Figure 1. Met1 routing.
Scale bar: 20 um. Supply wires on this layer in gray.
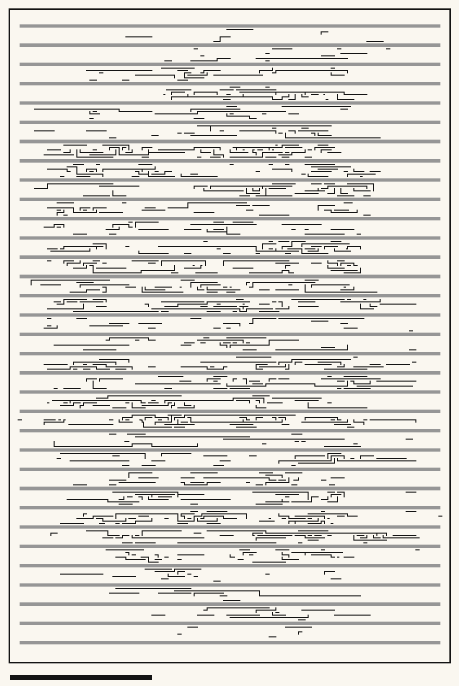
Figure 2. Metal 2.
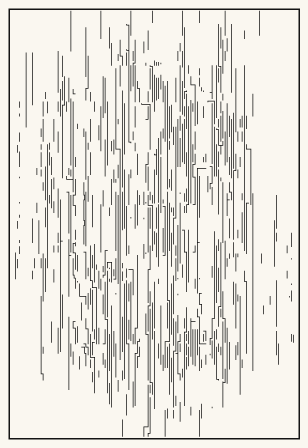
Figure 3. Met3 routing.
Scale bar: 20 um.
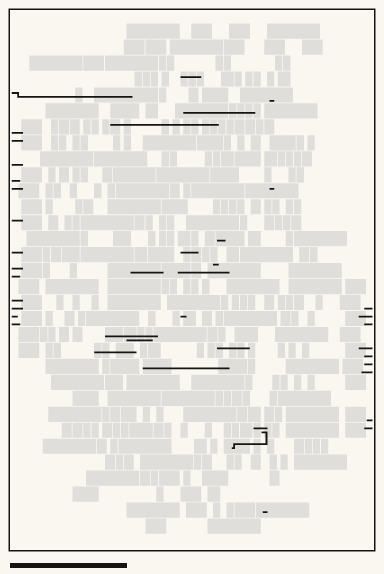
`config.mk`:
```
export PLATFORM = sky130hd
export DESIGN_NAME = bin_to_bcd_seq
export DESIGN_NICKNAME = d
export VERILOG_FILES = /design/src/rtl/bcd_pkg.sv /design/src/rtl/bcd_add3.sv /design/src/rtl/bin_to_bcd_seq.sv
export SDC_FILE = /design/constraint.sdc
export NUM_CORES = 1
export LEC_CHECK = 0
export ABC_AREA = 1
export ABC_CLOCK_PERIOD_IN_PS = 3400
export CAP_MARGIN = 20
export CORE_ASPECT_RATIO = 1.5
export CORE_UTILIZATION = 50
export CTS_CLUSTER_DIAMETER = 80
export CTS_CLUSTER_SIZE = 30
export DETAILED_ROUTE_END_ITERATION = 8
export PLACE_DENSITY = 0.81
export RECOVER_POWER = 100
export SYNTH_ARGS = -nofsm -noshare
export SYNTH_HDL_FRONTEND = slang
export SYNTH_SLANG_ARGS = --single-unit
export TNS_END_PERCENT = 20
```
`constraint.sdc`:
```
create_clock -name clk -period 3.4 [get_ports clk]
set_input_delay 0.85 -clock clk [delete_from_list [all_inputs] [get_ports clk]]
set_output_delay 0.85 -clock clk [all_outputs]
set_load 0.02 [all_outputs]
```
`src/rtl/bcd_pkg.sv`:
```
// Shared definitions for the sequential binary-to-BCD converter:
// FSM encoding, special digit codes and the digit-range helper.
package bcd_pkg;

    typedef enum logic [1:0] {
        IDLE  = 2'd0,
        SHIFT = 2'd1,
        DONE  = 2'd2
    } state_t;

    localparam logic [3:0] BCD_BLANK = 4'hF;
    localparam logic [3:0] BCD_NINE  = 4'h9;

    // Largest value representable with the given number of decimal digits.
    function automatic longint unsigned bcd_max(input int unsigned digits);
        longint unsigned p;
        p = 64'd1;
        for (int unsigned i = 0; i < digits; i++) begin
            p = p * 64'd10;
        end
        return p - 64'd1;
    endfunction

endpackage

```
`src/rtl/bcd_add3.sv`:
```
// Double-dabble digit adjust cell: digits of 5 or more get +3 before the shift.
module bcd_add3 (
    input  logic [3:0] digit,
    output logic [3:0] adj_c
);

    always_comb begin
        adj_c = digit;
        if (digit >= 4'd5) begin
            adj_c = digit + 4'd3;
        end
    end

endmodule

```
`src/rtl/bin_to_bcd_seq.sv`:
```
// Sequential binary-to-BCD converter (shift-and-add-3, one bit per clock).
// Optional macro BLANK_LEAD_EN replaces leading zero digits with 4'hF.
module bin_to_bcd_seq
    import bcd_pkg::*;
#(
    parameter int unsigned BIN_W  = 14,
    parameter int unsigned DIGITS = 4
) (
    input  logic                  clk,
    input  logic                  reset,
    input  logic                  start,
    input  logic [BIN_W-1:0]      bin,
    output logic                  busy,
    output logic                  done,
    output logic [4*DIGITS-1:0]   bcd,
    output logic                  overflow
);

    localparam int unsigned BCD_W = 4 * DIGITS;
    localparam int unsigned CAT_W = BCD_W + BIN_W;
    localparam int unsigned CNT_W = $clog2(BIN_W + 1);
    localparam longint unsigned MAX_VAL = bcd_max(DIGITS);

    state_t              state_q, state_d;
    logic [CNT_W-1:0]    cnt_q, cnt_d;
    logic [BIN_W-1:0]    sh_q, sh_d;
    logic [BCD_W-1:0]    work_q, work_d;
    logic                pend_q, pend_d;
    logic                busy_d, done_d, ovf_d;
    logic [BCD_W-1:0]    bcd_d;

    logic [BCD_W-1:0]    adj_c;
    logic [CAT_W-1:0]    shl_c;
    logic [BCD_W-1:0]    res_c;
    logic                ovf_c;

    for (genvar g = 0; g < int'(DIGITS); g++) begin : g_add3
        bcd_add3 u_add3 (
            .digit (work_q[4*g +: 4]),
            .adj_c (adj_c[4*g +: 4])
        );
    end

    assign shl_c = {adj_c, sh_q} << 1;
    assign ovf_c = 64'(bin) > MAX_VAL;

    // Final digits as presented at DONE, with optional leading-zero blanking.
    always_comb begin
        res_c = shl_c[BIN_W +: BCD_W];
`ifdef BLANK_LEAD_EN
        begin : blank_lead
            logic lead;
            lead = 1'b1;
            for (int i = int'(DIGITS) - 1; i >= 1; i--) begin
                if (lead && (res_c[4*i +: 4] == 4'h0)) begin
                    res_c[4*i +: 4] = BCD_BLANK;
                end else begin
                    lead = 1'b0;
                end
            end
        end
`endif
    end

    always_comb begin
        state_d = state_q;
        cnt_d   = cnt_q;
        sh_d    = sh_q;
        work_d  = work_q;
        pend_d  = pend_q;
        busy_d  = 1'b0;
        done_d  = 1'b0;
        bcd_d   = bcd;
        ovf_d   = overflow;
        case (state_q)
            IDLE, DONE: begin
                state_d = IDLE;
                if (start) begin
                    state_d = SHIFT;
                    sh_d    = bin;
                    work_d  = '0;
                    cnt_d   = CNT_W'(BIN_W);
                    pend_d  = ovf_c;
                    busy_d  = 1'b1;
                end
            end
            SHIFT: begin
                sh_d   = shl_c[BIN_W-1:0];
                work_d = shl_c[BIN_W +: BCD_W];
                cnt_d  = cnt_q - CNT_W'(1);
                busy_d = 1'b1;
                if (cnt_q == CNT_W'(1)) begin
                    state_d = DONE;
                    busy_d  = 1'b0;
                    done_d  = 1'b1;
                    ovf_d   = pend_q;
                    bcd_d   = pend_q ? {DIGITS{BCD_NINE}} : res_c;
                end
            end
            default: begin
                state_d = IDLE;
            end
        endcase
    end

    always_ff @(posedge clk or posedge reset) begin
        if (reset) begin
            state_q  <= IDLE;
            cnt_q    <= '0;
            sh_q     <= '0;
            work_q   <= '0;
            pend_q   <= 1'b0;
            busy     <= 1'b0;
            done     <= 1'b0;
            bcd      <= '0;
            overflow <= 1'b0;
        end else begin
            state_q  <= state_d;
            cnt_q    <= cnt_d;
            sh_q     <= sh_d;
            work_q   <= work_d;
            pend_q   <= pend_d;
            busy     <= busy_d;
            done     <= done_d;
            bcd      <= bcd_d;
            overflow <= ovf_d;
        end
    end

endmodule

```
==> results_dict.tcl <==
# place-and-route summary
set metrics [dict create \
    slew_viol_final 0 \
    drive_gt1_frac 0.05495 \
    ir_worst_vdd_mv 0.4878 \
    relSlewSlack 0.2771 \
    grt.busiest_layer "met2" \
    max_clock_freq_mhz 420.4 \
    tightest_slew_ns 1.083 \
    final_area_um2 3204 \
    top_cell "nand2_1" \
    grt_max_degree 30 \
    die-area_um2 5704 \
    tool_warnings 31 \
    worstSetupEndpointType "register" \
    numCtsBuffers 5 \
    yosysWarnings 0 \
    antenna_cells_inserted 0 \
    nNetsFinal 390 \
    finalHoldViolations 0 \
    crit_arrival_ns 2.59 \
    dr_wl_met3_um 155 \
    regToRegStartpoint "cnt_q[1]" \
    synth-edff-count 0 \
    ys_top_cells_by_count "nand2_1 (114), dfrtp_1 (56), inv_1 (35)" \
    ys_cells 329 \
    grt_use_total 0.2252 \
    clock_skew_ns 0.01201 \
    fillers 416 \
    hold_buffers 0 \
    cellLeakagePower_uw 0.001635 \
    rr_worst_depth 7 \
    port_buffers 35 \
    critPathMaxStageDelay_ns 0.52 \
    setup_viol 0 \
    drv_cap 0 \
    outcome "finished, final reports clean" \
    slowest_stage "dlygate4sd3_1" \
]
Back to the opening pictures, Figure 1:
share of all routed wire: 41%
wire length on this layer: 2,280 um
longest straight run: 18.9 um
nets with wire on the layer: 335

Back to the opening pictures, Figure 2:
longest straight run: 45.3 um
nets with wire on the layer: 314
main direction: vertical
wire length on this layer: 2,960 um
Vias: 2,248
GR Util met2: 0.3821
Final Routed Wirelength: 5527 um

Back to the opening pictures, Figure 3:
share of all routed wire: 2.8%
longest straight run: 19.3 um
wire length on this layer: 155 um
nets with wire on the layer: 34

[logic make-up after synthesis]
kind of cell             after synthesis  synth area share
AND-OR/OR-AND                         37           0.07878
buffers and inverters                 48           0.07600
adder cells (fa/ha/maj)               10           0.04634
AND/OR/NAND/NOR                      178            0.2799
flip-flops                            56            0.5190
[how the worst min path moves through the flow]
stage | endpoint | slack, ns | startpoint | cells past startpoint
2_1_floorplan | pend_q | 0.45 | pend_q | 2
3_3_place_gp | bcd[5] | 0.46 | bcd[5] | 2
3_5_place_dp | bcd[5] | 0.47 | bcd[5] | 2
4_1_cts | bcd[13] | 0.49 | bcd[13] | 2
5_1_grt | bcd[1] | 0.51 | bcd[1] | 2
6_report | bcd[13] | 0.48 | bcd[13] | 2
[layout make-up]
type,instances,area [um^2],area share
clock inverters,1,30.03,0.009371
multi-input cells,225,1074,0.3350
inverters,39,147.6,0.04608
repair buffers,36,370.4,0.1156
clock buffers,7,96.34,0.03007
flip-flops and latches,56,1401,0.4373
well taps,68,85.08,0.02655
[sequential cells by signal (all words and copies together), names as in the netlist, 2 cells and up]
signal / cells
cnt_q: 4
bcd: 16
work_q: 16
sh_q: 14
state_q: 2
[layout by cell type, fill, tap and decap left out, drive strengths merged]
cell type	n
dfrtp	56
nand3b	1
nand2	123
clkinvlp	1
nor2	29
a21oi	6
nand3	20
ha	10
nor3	1
buf	1
a22o	1
clkdlybuf4s50	14
o221ai	4
bufinv	1
nand4	4
clkbuf	7
dlygate4sd3	21
a31oi	2
o21ai	19
o22ai	5
inv	38
[power by group]
group	switching (uW)	leakage, uW	internal [uW]
logic	934	0.000886	524
clock network	221	0.0000645	260
registers	189	0.000685	979
[worst min-delay path, stage by stage, from the launching register on]
cell	delay, ns
dfrtp_1	0.35
nand2_1	0.05
nand2_1	0.06
No activity file was given, so power comes from the tool's default toggle rates.
